File: src/rtl/block_ram_port_arbiter.sv
// Round-robin arbiter sharing one block-RAM port between NUM_REQ requesters, with burst ownership.
// Define BRAM_ARB_FIXED_PRIORITY_EN for lowest-index-wins arbitration instead of round-robin.
module block_ram_port_arbiter #(
  parameter int NUM_REQ      = 4,
  parameter int DATA_WIDTH   = 32,
  parameter int DEPTH        = 2**16,
  parameter int READ_LATENCY = 1,
  parameter int MAX_BURST    = 8,
  localparam int AW = $clog2(DEPTH),
  localparam int IW = $clog2(NUM_REQ),
  localparam int BW = $clog2(MAX_BURST + 1)
) (
  input  logic                          clk,
  input  logic                          rst,
  input  logic [NUM_REQ-1:0]            req_valid,
  output logic [NUM_REQ-1:0]            req_ready,
  input  logic [NUM_REQ-1:0]            req_wr,
  input  logic [NUM_REQ*AW-1:0]         req_addr,
  input  logic [NUM_REQ*DATA_WIDTH-1:0] req_wr_data,
  output logic [NUM_REQ-1:0]            rsp_valid,
  output logic [DATA_WIDTH-1:0]         rsp_data,
  output logic [AW-1:0]                 ram_addr,
  output logic [DATA_WIDTH-1:0]         ram_wr_data,
  output logic                          ram_wr_en,
  output logic                          ram_rd_en,
  input  logic [DATA_WIDTH-1:0]         ram_rd_data
);

  localparam logic [BW-1:0] MAX_B = BW'(MAX_BURST);

  // Handshake: a beat moves when req_valid[i] & req_ready[i]; ready never waits on anything but selection.
  logic [IW-1:0]          owner;
  logic                   owner_vld;
  logic [BW-1:0]          beat_cnt;
  logic [IW-1:0]          start;
  logic                   exhausted;
  logic                   cont;
  logic [NUM_REQ-1:0]     cand;
  logic [NUM_REQ-1:0]     rot;
  logic                   found;
  logic [IW-1:0]          off;
  logic [IW:0]            j;
  logic [IW-1:0]          sel;
  logic                   sel_vld;
  logic                   accept;
  logic [READ_LATENCY:0]  tag_vld;
  logic [IW-1:0]          tag_idx [0:READ_LATENCY];

`ifdef BRAM_ARB_FIXED_PRIORITY_EN
  assign start = '0;
`else
  logic [IW-1:0] rr_ptr;
  assign start = rr_ptr;

  always_ff @(posedge clk) begin
    if (rst) begin
      rr_ptr <= '0;
    end else if (accept && !cont) begin
      rr_ptr <= (sel == IW'(NUM_REQ - 1)) ? '0 : sel + 1'b1;
    end
  end
`endif

  // An exhausted owner is masked out of the search and only falls back in when nobody else wants the port.
  always_comb begin
    exhausted = owner_vld && (beat_cnt >= MAX_B);
    cont      = owner_vld && req_valid[owner] && (beat_cnt < MAX_B);
    cand      = req_valid;
    if (exhausted) cand[owner] = 1'b0;
    rot   = '0;
    j     = '0;
    found = 1'b0;
    off   = '0;
    for (int k = 0; k < NUM_REQ; k++) begin
      j = {1'b0, start} + (IW+1)'(k);
      if (j >= (IW+1)'(NUM_REQ)) j = j - (IW+1)'(NUM_REQ);
      rot[k] = cand[j[IW-1:0]];
    end
    for (int k = NUM_REQ - 1; k >= 0; k--) begin
      if (rot[k]) begin
        found = 1'b1;
        off   = IW'(k);
      end
    end
    j = {1'b0, start} + {1'b0, off};
    if (j >= (IW+1)'(NUM_REQ)) j = j - (IW+1)'(NUM_REQ);
    sel_vld = 1'b0;
    sel     = '0;
    if (cont) begin
      sel_vld = 1'b1;
      sel     = owner;
    end else if (found) begin
      sel_vld = 1'b1;
      sel     = j[IW-1:0];
    end else if (exhausted && req_valid[owner]) begin
      sel_vld = 1'b1;
      sel     = owner;
    end
    accept    = sel_vld && !rst;
    req_ready = accept ? (NUM_REQ'(1) << sel) : '0;
  end

  always_ff @(posedge clk) begin
    if (rst) begin
      owner       <= '0;
      owner_vld   <= 1'b0;
      beat_cnt    <= '0;
      ram_addr    <= '0;
      ram_wr_data <= '0;
      ram_wr_en   <= 1'b0;
      ram_rd_en   <= 1'b0;
    end else begin
      ram_wr_en <= accept && req_wr[sel];
      ram_rd_en <= accept && !req_wr[sel];
      if (accept) begin
        ram_addr    <= req_addr[sel*AW +: AW];
        ram_wr_data <= req_wr_data[sel*DATA_WIDTH +: DATA_WIDTH];
        if (cont) begin
          beat_cnt <= beat_cnt + 1'b1;
        end else begin
          owner     <= sel;
          owner_vld <= 1'b1;
          beat_cnt  <= BW'(1);
        end
      end else begin
        owner_vld <= 1'b0;
        beat_cnt  <= '0;
      end
    end
  end

  // Stage 0 travels with the RAM command; stage READ_LATENCY lines up with ram_rd_data.
  always_ff @(posedge clk) begin
    if (rst) tag_vld <= '0;
    else     tag_vld <= {tag_vld[READ_LATENCY-1:0], accept && !req_wr[sel]};
  end

  always_ff @(posedge clk) begin
    tag_idx[0] <= sel;
    for (int k = 1; k <= READ_LATENCY; k++) tag_idx[k] <= tag_idx[k-1];
  end

  assign rsp_valid = (tag_vld[READ_LATENCY] && !rst) ? (NUM_REQ'(1) << tag_idx[READ_LATENCY]) : '0;
  assign rsp_data  = ram_rd_data;

endmodule
File: config.mk
export PLATFORM = sky130hd
export DESIGN_NAME = block_ram_port_arbiter
export DESIGN_NICKNAME = d
export VERILOG_FILES = /design/src/rtl/block_ram_port_arbiter.sv
export SDC_FILE = /design/constraint.sdc
export NUM_CORES = 1
export LEC_CHECK = 0
export ABC_AREA = 1
export ABC_CLOCK_PERIOD_IN_PS = 3700
export CORE_AREA = 2 2 127 129
export CTS_CLUSTER_SIZE = 30
export DETAILED_ROUTE_END_ITERATION = 12
export DIE_AREA = 0 0 129 131
export MAX_ROUTING_LAYER = met4
export PLACE_DENSITY = 0.74
export SYNTH_ARGS = -nofsm -noshare
export SYNTH_HDL_FRONTEND = slang
export SYNTH_SLANG_ARGS = --single-unit
File: constraint.sdc
create_clock -name clk -period 3.7 [get_ports clk]
set_input_delay 0.74 -clock clk [delete_from_list [all_inputs] [get_ports clk]]
set_output_delay 0.74 -clock clk [all_outputs]
set_load 0.05 [all_outputs]
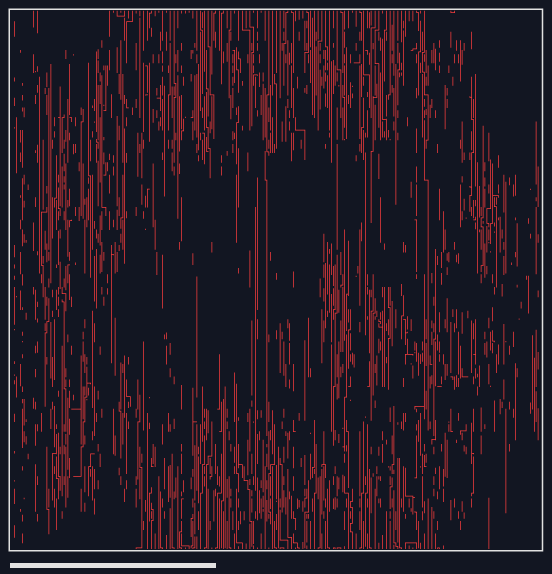
(the metal 2 layer)
The bar under the picture is 50 um long.
- main direction: vertical
- nets with wire on the layer: 941

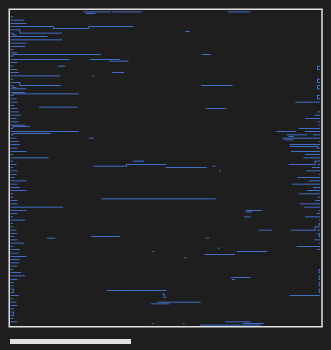
(met3 routing)
The bar under the picture is 50 um long.
- longest straight run: 47.1 um
- nets with wire on the layer: 176
- share of all routed wire: 6.6%

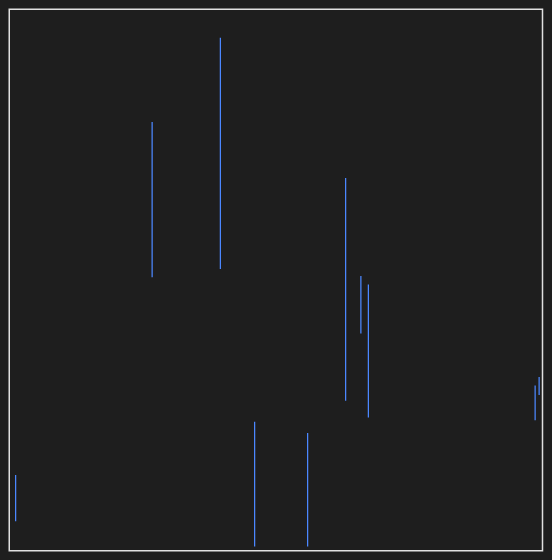
(the metal 4 layer)
- longest straight run: 55.8 um
- main direction: vertical
- wire length on this layer: 273 um
- nets with wire on the layer: 9
- share of all routed wire: 1.5%

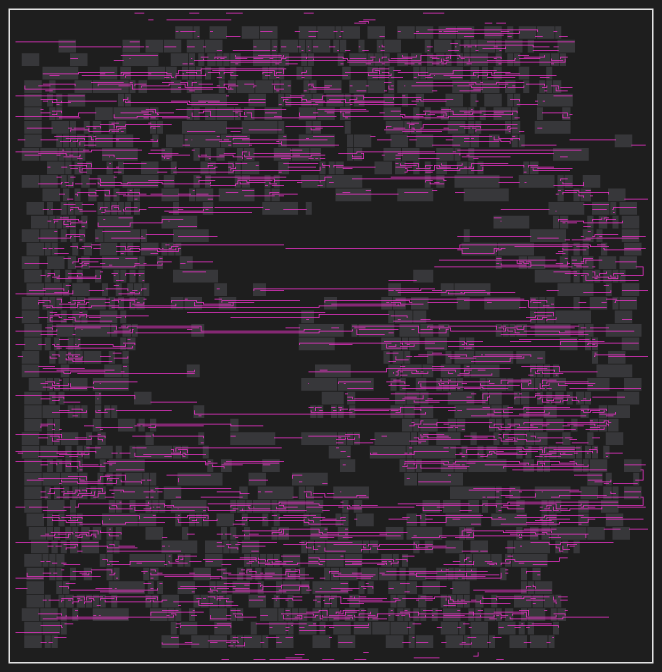
(M1 wires)
- wire length on this layer: 8080 um
- longest straight run: 46.5 um
- nets with wire on the layer: 1151
- main direction: horizontal
- share of all routed wire: 45%

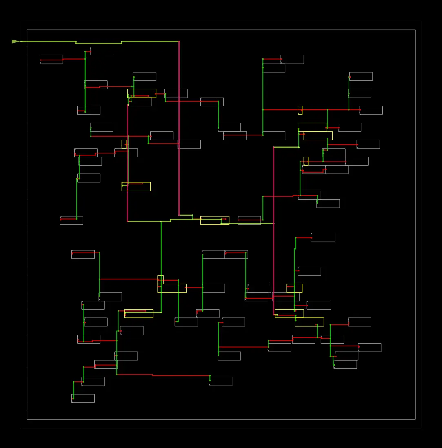
(clock nets)
count of clock buffers in the final design: 13
CTS buffer count: 9
Worst Skew: 0.00678 ns
Clk Latency, worst-skew pair: 0.33 ns

==> flow_metrics.env <==
# physical design summary
export IMPL_status="finished clean"
export IMPL_finalSetupViolCount=0
export IMPL_comb_cells=610
export IMPL_viasPerCell=4.56
export IMPL_crit_path_end_kind="output port"
export IMPL_top_cells_by_count="nand2_1 (305), inv_1 (126), nor2_1 (82), nand3_1 (75), nand4_1 (67)"
export IMPL_layout_cells_most_common="nand2_1"
export IMPL_wl_met2_um=8510
export IMPL_yosys_area_sq_um=5170
export IMPL_openroad_warnings=29
export IMPL_drtIter0Drc=295
export IMPL_power_switching_mw=5.08
export IMPL_ys_types=28
export IMPL_drc=0
export IMPL_synth_avg_cell_area_sq_um=5.76
export IMPL_slew_limit_headroom=0.517
export IMPL_p_seq_frac=0.141
export IMPL_die_x_um=129
export IMPL_p_seq_mw=1.25
export IMPL_busiest_layer="met2"
export IMPL_grt_first_pass_wirelength_um=28400
export IMPL_antenna_cells=0
export IMPL_tritoncts="yes"
export IMPL_crit_buf_inv=4
export IMPL_hold_class="flip-flop to flip-flop"
export IMPL_top_area_cell="dfxtp_1"
export IMPL_combPwrFrac=0.773
export IMPL_cts_htree_levels=3
export IMPL_hold_viol=0
export IMPL_cts_setup_buffers=0
export IMPL_tap_cells=216
export IMPL_m1WireLength_um=8080
export IMPL_synth_async_reset_ratio=0
export IMPL_cp_slowest_cell="dlygate4sd2_1"
export IMPL_clkCellAreaFrac=0.0318
export IMPL_drv_cap=0
export IMPL_yosysMostFrequentCell="nand2_1"
export IMPL_vdd_drop_max_mv=0.968
export IMPL_portBuffers=259
export IMPL_routed_wl_um=18100
export IMPL_path_cells="dlygate4sd2_1, nand3_1, nand2_1, nand2_1, nand2_1, a21oi_1, nor2_1, ha_2, xor2_2, inv_1, nand2_1, nand2_1, nand2_4, nand2_1, ha_1, inv_2, nor2_4, buf_12"
export IMPL_pwr_share_clk=0.086
export IMPL_mux_share=0
export IMPL_ys_sh_adder=0.00968
export IMPL_clock_path_buffers=2
export IMPL_yosys_area_share_aoi=0.0421
export IMPL_fin_util=0.515
export IMPL_grt_use_met2=0.358
export IMPL_largest_reg_flops=32
export IMPL_arrival_ns=2.70
export IMPL_area_sequential_sq_um=1290
export IMPL_crit_required_ns=2.96
export IMPL_postCtsHoldBufs=0
export IMPL_edf_count=0
export IMPL_placed_cells=1304
export IMPL_maxPowerGroup="combinational cells"
export IMPL_lay_top_cells="nand2_1 (303), clkdlybuf4s50_1 (247), inv_1 (124), nor2_1 (81), nand3_1 (75)"
export IMPL_n_all_buffers=285
export IMPL_drive_gt1_frac=0.0787
export IMPL_die_h_um=131
export IMPL_ys_ff=64
export IMPL_sh_seq_area=0.160
export IMPL_combGateArea_sq_um=2820
export IMPL_grt_usage=0.221
export IMPL_core_sq_um=15600
export IMPL_ys_seq_share=0.248
export IMPL_wl_per_cell_um=13.7
export IMPL_cts_resized=6
export IMPL_critical_path_top_delay_family="simple AND/OR/NAND/NOR gates"
export IMPL_whs_ns=0.324
export IMPL_drt_pass1_iterations=4
export IMPL_comb_share=0.351
export IMPL_internal_power_mw=3.77
export IMPL_tightest_slew_ns=0.724
export IMPL_crit_fanout=4
export IMPL_layout_nets=1340
export IMPL_xor_area_frac=0.00654
export IMPL_top_area_frac=0.248
export IMPL_p_per_area_nw_per_um2=1100
export IMPL_nFlopsAndLatches=64
export IMPL_total_leakage_power_nw=3.94
export IMPL_worst_setup_path_start_kind="input pin"
export IMPL_topCellsByArea="dfxtp_1 (25%), nand2_1 (22%), inv_1 (9.2%)"
export IMPL_use_met1=0.277
export IMPL_grt_antenna_before_repair=0
export IMPL_clock_sinks=64
export IMPL_slowest_delay_ns=0.26
export IMPL_finalPower_mw=8.86
export IMPL_largest_registers="ram_wr_data x32, ram_addr x16"
export IMPL_buf_share=0.361
export IMPL_ys_cells=897
export IMPL_io_pins=324
export IMPL_largestClassByArea="non-clock buffers"
export IMPL_highest_layer="met4"
export IMPL_pg_comb_mw=6.85
export IMPL_cp_common_cell="nand2_1"
export IMPL_postRouteAntennaNets=0
export IMPL_num_nonclk_inverters=132
export IMPL_num_rows=46
export IMPL_globalRouteMet3Util=0.0489
export IMPL_overflow=0
export IMPL_fin_cells=1321
export IMPL_num_fill_cells=1631
export IMPL_simple_gate_area_frac=0.479
export IMPL_ys_warn_count=0
export IMPL_grt_max_degree=99
export IMPL_swShare=0.574
export IMPL_ctsRootBufferMaster="clkbuf_16"
export IMPL_syn_nets=1135
export IMPL_grt_setup_unrepaired="no"
export IMPL_synthTopLogicFamily="simple AND/OR/NAND/NOR gates"
export IMPL_vias=6022
export IMPL_place_hpwl_um=12900
export IMPL_clock_power_mw=0.761
export IMPL_largest_register="ram_wr_data"
final timing paths:
check / start / to / slack [ns] / cells after the start
worst min register to register: tag_idx[0][1]$_DFF_P_ / tag_idx[0][3]$_DFF_P_ / 0.32 / 0
worst max register to register: rr_ptr[1]$_SDFFE_PP0P_ / ram_addr[14]$_SDFFE_PP0P_ / 0.78 / 17
worst min-delay path: tag_idx[0][1]$_DFF_P_ / tag_idx[0][3]$_DFF_P_ / 0.32 / 0
worst max-delay path: req_valid[0] / req_ready[3] / 0.26 / 18
stage by stage:
step	setup slack, ns	setup TNS [ns]	area [sq um]
3_3_place_gp	-0.112	-0.120	7710
4_1_cts	0.00227	0	7980
2_1_floorplan	-0.167	-0.335	5170
5_1_grt	0.0228	0	8030
6_report	0.263	0	8030
3_5_place_dp	-0.133	-0.178	7710
